### config.mk
export PLATFORM = sky130hd
export DESIGN_NAME = logic_eval_lanes
export DESIGN_NICKNAME = d
export VERILOG_FILES = /design/src/rtl/logic_eval_pkg.sv /design/src/rtl/logic_eval_filter.sv /design/src/rtl/logic_eval_lanes.sv
export SDC_FILE = /design/constraint.sdc
export NUM_CORES = 1
export LEC_CHECK = 0
export CORE_MARGIN = 3
export CORE_UTILIZATION = 55
export DETAILED_ROUTE_END_ITERATION = 16
export HOLD_SLACK_MARGIN = 0.1
export PLACE_DENSITY = 0.81
export SYNTH_ARGS = -nofsm -noshare
export SYNTH_HDL_FRONTEND = slang
export SYNTH_SLANG_ARGS = --single-unit
### constraint.sdc
create_clock -name clk -period 4.5 [get_ports clk]
set_input_delay 0.9 -clock clk [delete_from_list [all_inputs] [get_ports clk]]
set_output_delay 0.9 -clock clk [all_outputs]
set_load 0.005 [all_outputs]
### src/rtl/logic_eval_pkg.sv
// Shared types and helpers for the multi-lane AND/OR/NOT evaluator.
package logic_eval_pkg;

  typedef enum logic [1:0] {
    MODE_AOI = 2'd0,
    MODE_MAJ = 2'd1,
    MODE_XOR = 2'd2,
    MODE_OAI = 2'd3
  } mode_e;

  localparam int unsigned FILT_DEPTH_DEF = 3;

  function automatic logic lane_eval(input mode_e mode, input logic a, input logic b,
                                     input logic c);
    logic r;
    r = 1'b0;
    case (mode)
      MODE_AOI: r = (a & b) | ~c;
      MODE_MAJ: r = (a & b) | (b & c) | (a & c);
      MODE_XOR: r = a ^ b ^ c;
      MODE_OAI: r = (a | b) & ~c;
      default:  r = 1'b0;
    endcase
    return r;
  endfunction

endpackage

### src/rtl/logic_eval_filter.sv
// One lane's glitch filter: x_filt follows x only after FILT_DEPTH consecutive valid disagreeing samples.
module logic_eval_filter
  import logic_eval_pkg::*;
#(
  parameter int unsigned FILT_DEPTH = FILT_DEPTH_DEF
) (
  input  logic clk,
  input  logic rst,
  input  logic vld,
  input  logic x,
  output logic x_filt,
  output logic rise
);

  localparam int unsigned FW = $clog2(FILT_DEPTH + 1);
  localparam logic [FW-1:0] LAST = FW'(FILT_DEPTH - 1);

  logic [FW-1:0] fcnt;

  always_ff @(posedge clk or posedge rst) begin
    if (rst) begin
      fcnt   <= '0;
      x_filt <= 1'b0;
    end else if (vld) begin
      if (x == x_filt) begin
        fcnt <= '0;
      end else if (fcnt == LAST) begin
        x_filt <= x;
        fcnt   <= '0;
      end else begin
        fcnt <= fcnt + 1'b1;
      end
    end
  end

  // Asserted in the cycle whose clock edge will move x_filt from 0 to 1.
  assign rise = vld & x & ~x_filt & (fcnt == LAST);

endmodule

### src/rtl/logic_eval_lanes.sv
// LANES-wide 2-stage registered evaluator with per-lane glitch filters and a saturating edge counter.
module logic_eval_lanes
  import logic_eval_pkg::*;
#(
  parameter int unsigned LANES      = 4,
  parameter int unsigned FILT_DEPTH = FILT_DEPTH_DEF,
  parameter int unsigned CNT_W      = 8
) (
  input  logic             clk,
  input  logic             rst,
  input  logic             en,
  input  logic [1:0]       mode,
  input  logic [LANES-1:0] a,
  input  logic [LANES-1:0] b,
  input  logic [LANES-1:0] c,
  output logic [LANES-1:0] x,
  output logic [LANES-1:0] y,
  output logic [LANES-1:0] x_filt,
  output logic             out_vld,
  input  logic             cnt_clr,
  output logic [CNT_W-1:0] evt_cnt,
  output logic             evt_sat
);

  localparam int unsigned IW = $clog2(LANES + 1);
  localparam int unsigned SW = ((CNT_W > IW) ? CNT_W : IW) + 1;
  localparam logic [CNT_W-1:0] CNT_MAX = '1;

  logic [LANES-1:0] s1_a, s1_b, s1_c;
  mode_e            s1_mode;
  logic             s1_vld;
  logic [LANES-1:0] x_next;
  logic [LANES-1:0] rise;
  logic [IW-1:0]    inc;
  logic [SW-1:0]    sum;
  logic [CNT_W-1:0] cnt_next;

  always_ff @(posedge clk or posedge rst) begin
    if (rst) begin
      s1_a    <= '0;
      s1_b    <= '0;
      s1_c    <= '0;
      s1_mode <= MODE_AOI;
      s1_vld  <= 1'b0;
    end else begin
      s1_vld <= en;
      if (en) begin
        s1_a    <= a;
        s1_b    <= b;
        s1_c    <= c;
        s1_mode <= mode_e'(mode);
      end
    end
  end

  always_comb begin
    x_next = '0;
    for (int unsigned i = 0; i < LANES; i++) begin
      x_next[i] = lane_eval(s1_mode, s1_a[i], s1_b[i], s1_c[i]);
    end
  end

  always_ff @(posedge clk or posedge rst) begin
    if (rst) begin
      x       <= '0;
      y       <= '0;
      out_vld <= 1'b0;
    end else begin
      out_vld <= s1_vld;
      if (s1_vld) begin
        x <= x_next;
        y <= ~s1_c;
      end
    end
  end

  for (genvar g = 0; g < LANES; g++) begin : g_filt
    logic_eval_filter #(.FILT_DEPTH(FILT_DEPTH)) u_filt (
      .clk    (clk),
      .rst    (rst),
      .vld    (out_vld),
      .x      (x[g]),
      .x_filt (x_filt[g]),
      .rise   (rise[g])
    );
  end

  // Clear restarts from zero but still counts edges landing on the same cycle.
  always_comb begin
    inc = '0;
    for (int unsigned i = 0; i < LANES; i++) begin
      inc = inc + IW'(rise[i]);
    end
    sum      = (cnt_clr ? '0 : SW'(evt_cnt)) + SW'(inc);
    cnt_next = (sum > SW'(CNT_MAX)) ? CNT_MAX : sum[CNT_W-1:0];
  end

  always_ff @(posedge clk or posedge rst) begin
    if (rst) evt_cnt <= '0;
    else     evt_cnt <= cnt_next;
  end

  assign evt_sat = (evt_cnt == CNT_MAX);

endmodule

### Power grid, run 1

Bar = 20 µm. Pins as bars on the die edge. Tap cells in grey.
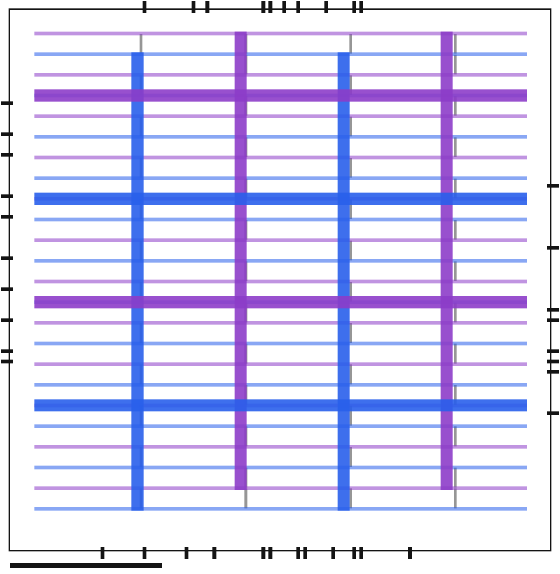
purple -> VDD
blue -> VSS
met1 rails = 24
rows = 23
tap cells = 50
met4 straps = 4
met5 straps = 4
chip height: 71.1 µm
chip width: 71.1 µm
Max IR drop VDD: 256 µV
core area: 4060 µm²

### Placement by cell class, run 1

Bar = 20 µm.
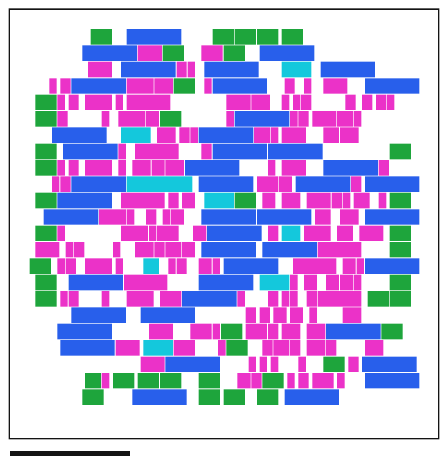
green -> other buffers and delay cells  # cells 40
blue -> flops  # cells 44
magenta -> combinational and other logic  # cells 161
cyan -> clock drivers and dummy loads  # cells 8
fin area: 2810 µm²
fin util: 69.2%
# rows: 23
fraction of area in registers: 39.2%

==> metrics.csv, run 1 <==
metric;value;unit
post-synthesis cell area;2330;µm²
kind of critical path;input port to register;
layout cells sized above 1;9.49;%
Final Wtd Congestion;0.831;
Yosys chip area;2330;µm²
1st-iter DRT viols;91;
cell leakage power;1.25;nW
final cell count without fillers;303;
ys flop type;dfrtp_1;
most frequent cells after synthesis;dfrtp_1, inv_1, nor2_1, o21ai_0, nand2_1;
RSZ-0062 raised after global routing;no;
Setup WS pre-CTS;0.895;ns
switch share;29.1;%
vias in the first global route;1582;
crit path DRT;4.67;ns
Synth Seq Share;47.2;%
status;complete, no violations;
cycle use final;73.9;%
met3 Resource Use GR;4.83;%
routed vias/inst;5.24;
Layout fillers;307;
Reg2Reg Depth;10;
Relative slew margins;52.2;%
Hold Crit Class;register to register;
Worst-Margin Slew;0.714;ns
DRT Pass-1 Iters;4;
Antenna Violating Nets Remaining;0;
EDFF count, synth;0;
power per cell area;414;nW/µm²
number of I/O pins;40;
Final #Nets;286;
Global Route Usage Sum;18.3;%
cts hold-fix bufs;0;
port buffer count;39;
fmax;301;MHz
first-pass GRT wire length;7.25;mm
crit path DAT;3.50;ns
maximum fanout along the worst path;9;
### Clock distribution, run 1

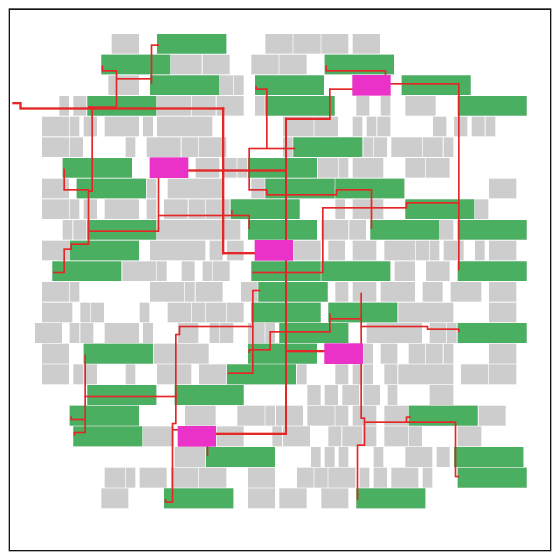
magenta -> clock drivers  # count 5
green -> flip-flops  # count 44
red -> clock wires  # length 525 µm
flops lie = spread over the die
clk pwr: 0.000310 W
Clk pwr share: 26.7%
Max Clock Skew: 0.00764 ns
Clock Latency Late Sink: 0.30 ns

### Wiring by layer, run 1

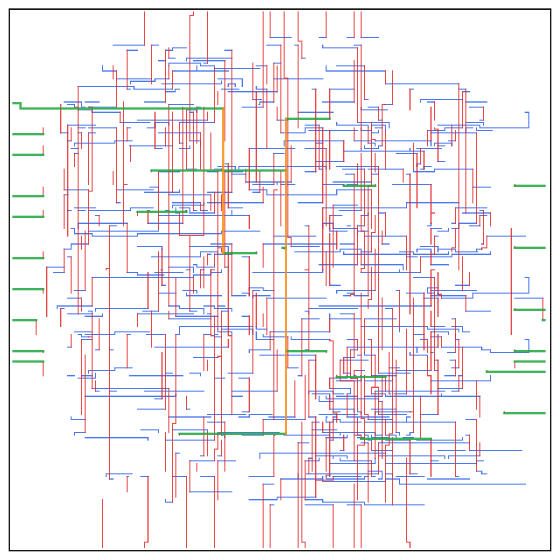
orange -> metal 4  # wire length 60.5 µm
green -> metal 3  # wire length 169 µm
red -> metal 2  # wire length 1990 µm
blue -> metal 1  # wire length 1760 µm
DR vias: 1589
final wirelength: 3.97 mm
Wirelength per Cell: 13.1 µm

## run 1: logic make-up after synthesis
family / after synthesis / synth area share (%)
multiplexers: 20 / 9.29
adder cells (fa/ha/maj): 16 / 10.8
AND-OR/OR-AND: 35 / 8.75
XOR/XNOR: 5 / 1.88
flip-flops: 44 / 47.2
buffers and inverters: 34 / 7.35
AND/OR/NAND/NOR: 66 / 14.7
## run 1: worst max-delay path, stage by stage
cell and delay [ns]:
clkdlybuf4s50_1 0.66, nor2b_1 0.12, fa_1 0.55, inv_1 0.05
fa_1 0.43, inv_1 0.08, fa_1 0.22, and2_1 0.22
and4b_1 0.20, nor3_1 0.05
## run 1: stage by stage
| stage | cell area (µm²) | hold slack [ns] | utilization, % |
|---|---|---|---|
| finish | 2810 | 0.525 | 69.2 |
| global route | 2810 | 0.562 | 69.2 |
| CTS | 2810 | 0.530 | 69.2 |
| detailed placement | 2690 | 0.515 | 66.3 |
| global placement | 2690 | 0.506 | 66.3 |
| floorplan | 2330 | 0.428 | - |
## run 1: sequential cells by signal (all words and copies together), names as in the netlist, 2 cells and up
register,cells
g_filt.u_filt.fcnt,8
s1_b,4
s1_c,4
y,4
evt_cnt,8
x,4
s1_mode,2
g_filt.u_filt.x_filt,4
s1_a,4
## run 1: layout make-up
type                    instances  area [µm²]  area share (%)
repair buffers                 40         398            14.2
inverters                      19        71.3            2.54
well taps                      50        62.6            2.23
multi-input cells             142        1060            37.7
flip-flops and latches         44        1100            39.2
clock inverters                 3        46.3            1.65
clock buffers                   5        68.8            2.45
## run 1: layer usage
layer	part of all wire [%]	vias to the layer above
met3	4.2	7
met4	1.5	0
met2	50	31
met5	0	-
li1	-	797
met1	44	754
### Congestion heat map, run 1

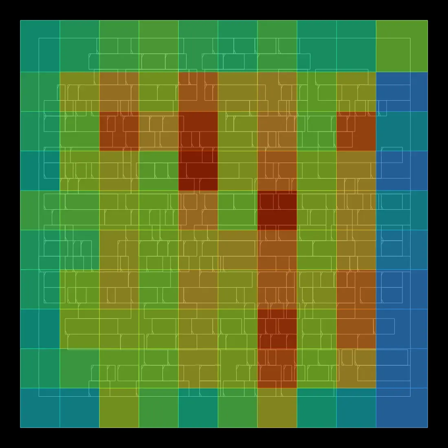

--- run 2 (diff from run 1) ---
- CORE_UTILIZATION: 55 -> 53
- PLACE_DENSITY: 0.81 -> 0.79
- clock period: 4.5 -> 3.3 ns (I/O delays scaled with it)
### Congestion heat map, run 2

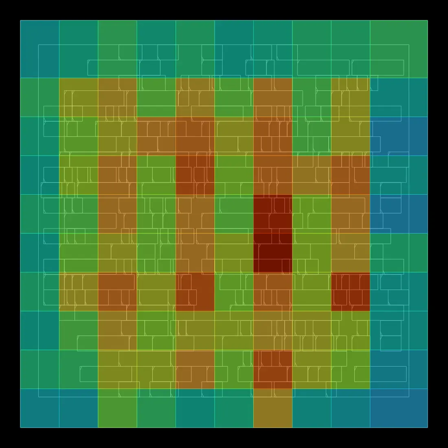
Wirelength per Cell: 13.6 µm
fin util: 68.3%
GRT Max-Usage Layer: met2

### Placement by cell class, run 2

Bar = 20 µm.
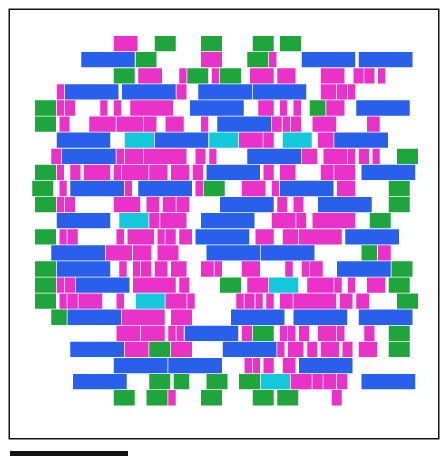
magenta -> combinational and other logic  # cells 161
cyan -> clock drivers and dummy loads  # cells 7
green -> other buffers and delay cells  # cells 43
blue -> flops  # cells 44
fraction of area in registers: 39.2%
fin area: 2810 µm²
core area: 4120 µm²

### Wiring by layer, run 2

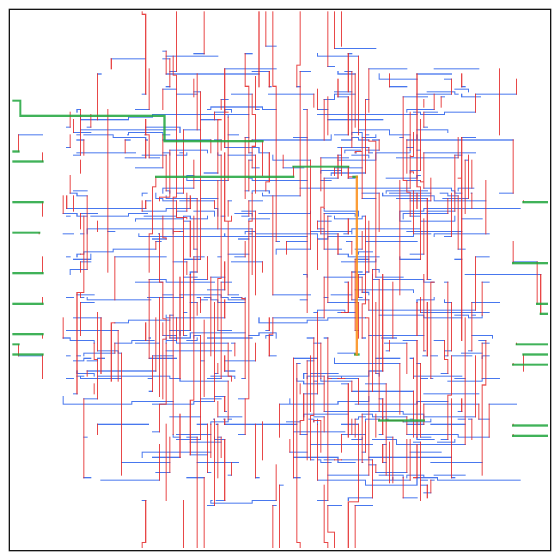
red -> metal 2  # wire length 2190 µm
orange -> metal 4  # wire length 23.8 µm
green -> metal 3  # wire length 130 µm
blue -> metal 1  # wire length 1790 µm
Global Route Usage Sum: 17.2%
DR vias: 1599
final wirelength: 4.14 mm

==> metrics.csv, run 2 <==
metric;value;unit;change
kind of critical path;register to register;;was input port to register
Yosys chip area;2330;µm²;unchanged
routed vias/inst;5.24;;about the same
chip width;72.3;µm;was 71.1 µm
post-synthesis cell area;2330;µm²;unchanged
Clock Latency Late Sink;0.29;ns;was 0.30 ns
WP buf/inv;2;;was 3
Max Clock Skew;0.00395;ns;was 0.00764 ns
register area;1100;µm²;unchanged
Relative slew margins;63.9;%;was 52.2%
Hold Crit Class;register to register;;unchanged
final cell count without fillers;305;;was 303
fmax;344;MHz;
RSZ-0062 raised after global routing;no;;unchanged
Layout fillers;335;;was 307
Final #Nets;289;;was 286
power per cell area;547;nW/µm²;was 414 nW/µm²
Post-DP Area;2710;µm²;was 2690 µm²
chip height;72.3;µm;was 71.1 µm
Setup WS pre-CTS;0.154;ns;was 0.895 ns
ys flop type;dfrtp_1;;unchanged
Fin Hold WS;0.523;ns;was 0.525 ns
# rows;23;;unchanged
Synth Seq Share;47.2;%;unchanged
layout cells sized above 1;10.2;%;was 9.49%
most frequent cells after synthesis;dfrtp_1, inv_1, nor2_1, o21ai_0, nand2_1;;unchanged
Antenna Violating Nets Remaining;0;;unchanged
Max IR drop VDD;343;µV;was 256 µV
cycle use final;88.0;%;
status;complete, no violations;;unchanged
vias in the first global route;1572;;was 1582
port buffer count;39;;unchanged
crit path DAT;3.11;ns;was 3.50 ns
Final Wtd Congestion;0.733;;was 0.831
cell leakage power;1.26;nW;was 1.25 nW
run 2: netlist changes by cell type in the layout (fill, tap and decap cells not counted):
cell,before,now
clkbuf_8,5,7
clkinvlp_4,1,0
inv_6,1,0
buf_4,1,4
bufinv_16,1,0
run 2: layout make-up:
class | count | area share (%)
well taps | 50 | 2.23
multi-input cells | 142 | 37.7
flip-flops and latches | 44 | 39.2
clock buffers | 7 | 3.43
repair buffers | 43 | 15.0
inverters | 19 | 2.54
run 2: worst max-delay path by stage:
stage	startpoint	end	slack [ns]	cells past startpoint
finish	out_vld	evt_cnt[6]	0.40	10
global route	out_vld	evt_cnt[6]	0.14	10
CTS	out_vld	evt_cnt[6]	0.37	10
detailed placement	cnt_clr	evt_cnt[6]	0.15	10
global placement	cnt_clr	evt_cnt[6]	0.22	10
floorplan	cnt_clr	evt_cnt[6]	0.60	10
run 2: metal layers:
metal | track usage [%] | up-vias | part of all wire [%]
li1 | - | 797 | -
met1 | 20.7 | 773 | 43
met2 | 31.3 | 27 | 53
met3 | 3.32 | 2 | 3.1
met4 | 4.38 | 0 | 0.56
met5 | 0 | - | 0
run 2: power breakdown:
| part | internal [W] | switching [W] |
|---|---|---|
| Sequential | 0.000647 | 0.000115 |
| Combinational | 0.000251 | 0.000161 |
| Clock | 0.000187 | 0.000176 |
| Total | 0.00108 | 0.000452 |
run 2: logic make-up (layout without fill, tap and decap cells):
logic type      count (synthesis)  after routing  share of synthesized area, %
compound gates                 35             35                          8.75
xor+xnor                        5              5                          1.88
buf+inv                        34             69                          7.35
flops                          44             44                          47.2
fa+ha+maj                      16             16                          10.8
simple gates                   66             66                          14.7
mux                            20             20                          9.29
### Clock distribution, run 2

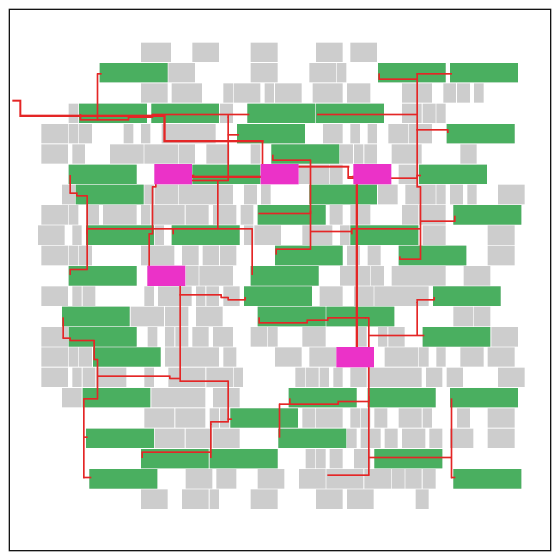

--- run 3 (diff from run 2) ---
- CORE_UTILIZATION: 53 -> 48
- PLACE_DENSITY: 0.79 -> 0.75
- clock period: 3.3 -> 2.4 ns (I/O delays scaled with it)
### Clock distribution, run 3

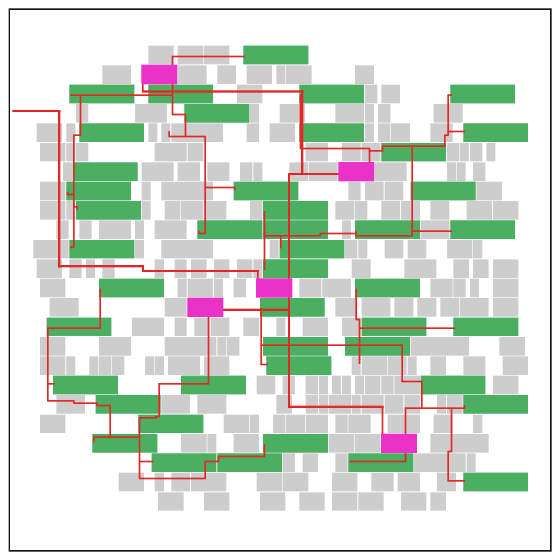
red -> clock wires  # length 552 µm
green -> flip-flops  # count 44
magenta -> clock drivers  # count 5
routed clock nets = 6
flops lie = spread over the die
Max Clock Skew: 0.00351 ns
Clk pwr share: 21.6%
clk pwr: 0.000474 W

### Congestion heat map, run 3

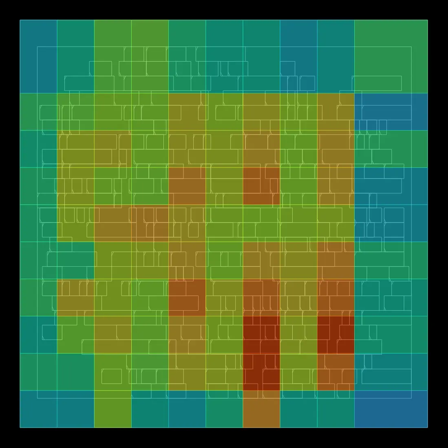
fin util: 66.1%
Global Route Usage Sum: 17.9%
met3 Resource Use GR: 5.15%

==> metrics.csv, run 3 <==
metric;value;unit;change
status;complete, but fails checks;;was complete, no violations
Critical Path Start;g_filt[0].u_filt.fcnt[0];;was out_vld
violated checks;setup timing;;
top sig layer;met4;;unchanged
crit path DAT;2.73;ns;was 3.11 ns
worst setup margin;-0.108;ns;was 0.397 ns
critical path's slowest cell;fa_1;;was dfrtp_1
cts hold-fix bufs;0;;unchanged
# rows;24;;was 23
Reg2Reg Depth;10;;unchanged
crit-path max cell delay;0.45;ns;was 0.54 ns
port buffer count;39;;unchanged
power per cell area;731;nW/µm²;was 547 nW/µm²
Yosys chip area;2330;µm²;unchanged
met3 wire length;195;µm;was 129 µm
sequential share of power;46.2;%;was 49.6%
top flop regs;evt_cnt x8, g_filt.u_filt.fcnt x8;;unchanged
EDFF count, synth;0;;unchanged
crit path DRT;2.62;ns;was 3.51 ns
Relative slew margins;63.5;%;was 63.9%
chip height;75.7;µm;was 72.3 µm
Final Setup Violations;4;;was 0
cycle use final;104;%;was 88.0%
### Wiring by layer, run 3

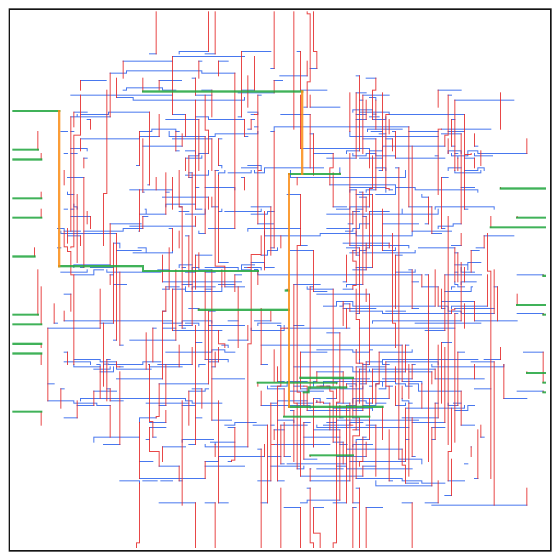
green -> metal 3  # wire length 196 µm
orange -> metal 4  # wire length 66.0 µm
blue -> metal 1  # wire length 1870 µm
red -> metal 2  # wire length 2200 µm
Wirelength per Cell: 12.8 µm
final wirelength: 4.34 mm
DR vias: 1668

-- run 3: cell counts after synthesis --
No cell type changed its count.
-- run 3: kinds of logic after synthesis --
kind of cell	share of synthesized area, %
compound gates	8.75
xor+xnor	1.88
fa+ha+maj	10.8
buf+inv	7.35
flops	47.2
mux	9.29
simple gates	14.7
-- run 3: timing repair --
| action | CTS | global route |
|---|---|---|
| gates resized | 2 | 6 |
| hold endpoints to repair | 0 | 0 |
| buffers inserted | 2 | 1 |
| endpoints found under the setup margin | 7 | 8 |
| cloned | 0 | 0 |
| pin swaps | 1 | 6 |
-- run 3: through the flow --
step           utilization, %  instance area [µm²]  setup slack (ns)
2_1_floorplan               -                 2360           -0.0191
3_3_place_gp             63.1                 2860            -0.311
3_5_place_dp             63.1                 2860            -0.379
4_1_cts                  65.5                 2970            -0.123
5_1_grt                  66.1                 3000            -0.250
6_report                 66.1                 3000            -0.108
-- run 3: worst max path at each step --
| stage | end | slack, ns | cells past startpoint |
|---|---|---|---|
| finish | evt_cnt[6] | -0.11 | 10 |
| CTS | evt_cnt[6] | -0.12 | 10 |
| floorplan | evt_cnt[6] | -0.02 | 11 |
| detailed placement | evt_cnt[5] | -0.38 | 11 |
| global route | evt_cnt[6] | -0.25 | 10 |
| global placement | evt_cnt[6] | -0.31 | 10 |
-- run 3: layout make-up --
class / count / share of cell area [%]
Inverter: 19 / 2.38
Multi-Input combinational cell: 142 / 36.6
Sequential cell: 44 / 36.7
Clock buffer: 8 / 3.01
Tap cell: 65 / 2.71
Timing Repair Buffer: 61 / 18.5
-- run 3: layer usage --
metal,GRT usage (%),vias up
li1,-,833
met1,21.8,792
met2,30.6,35
met3,5.15,8
met4,5.83,0
met5,0,-
Power is estimated from default activity; no workload was simulated.
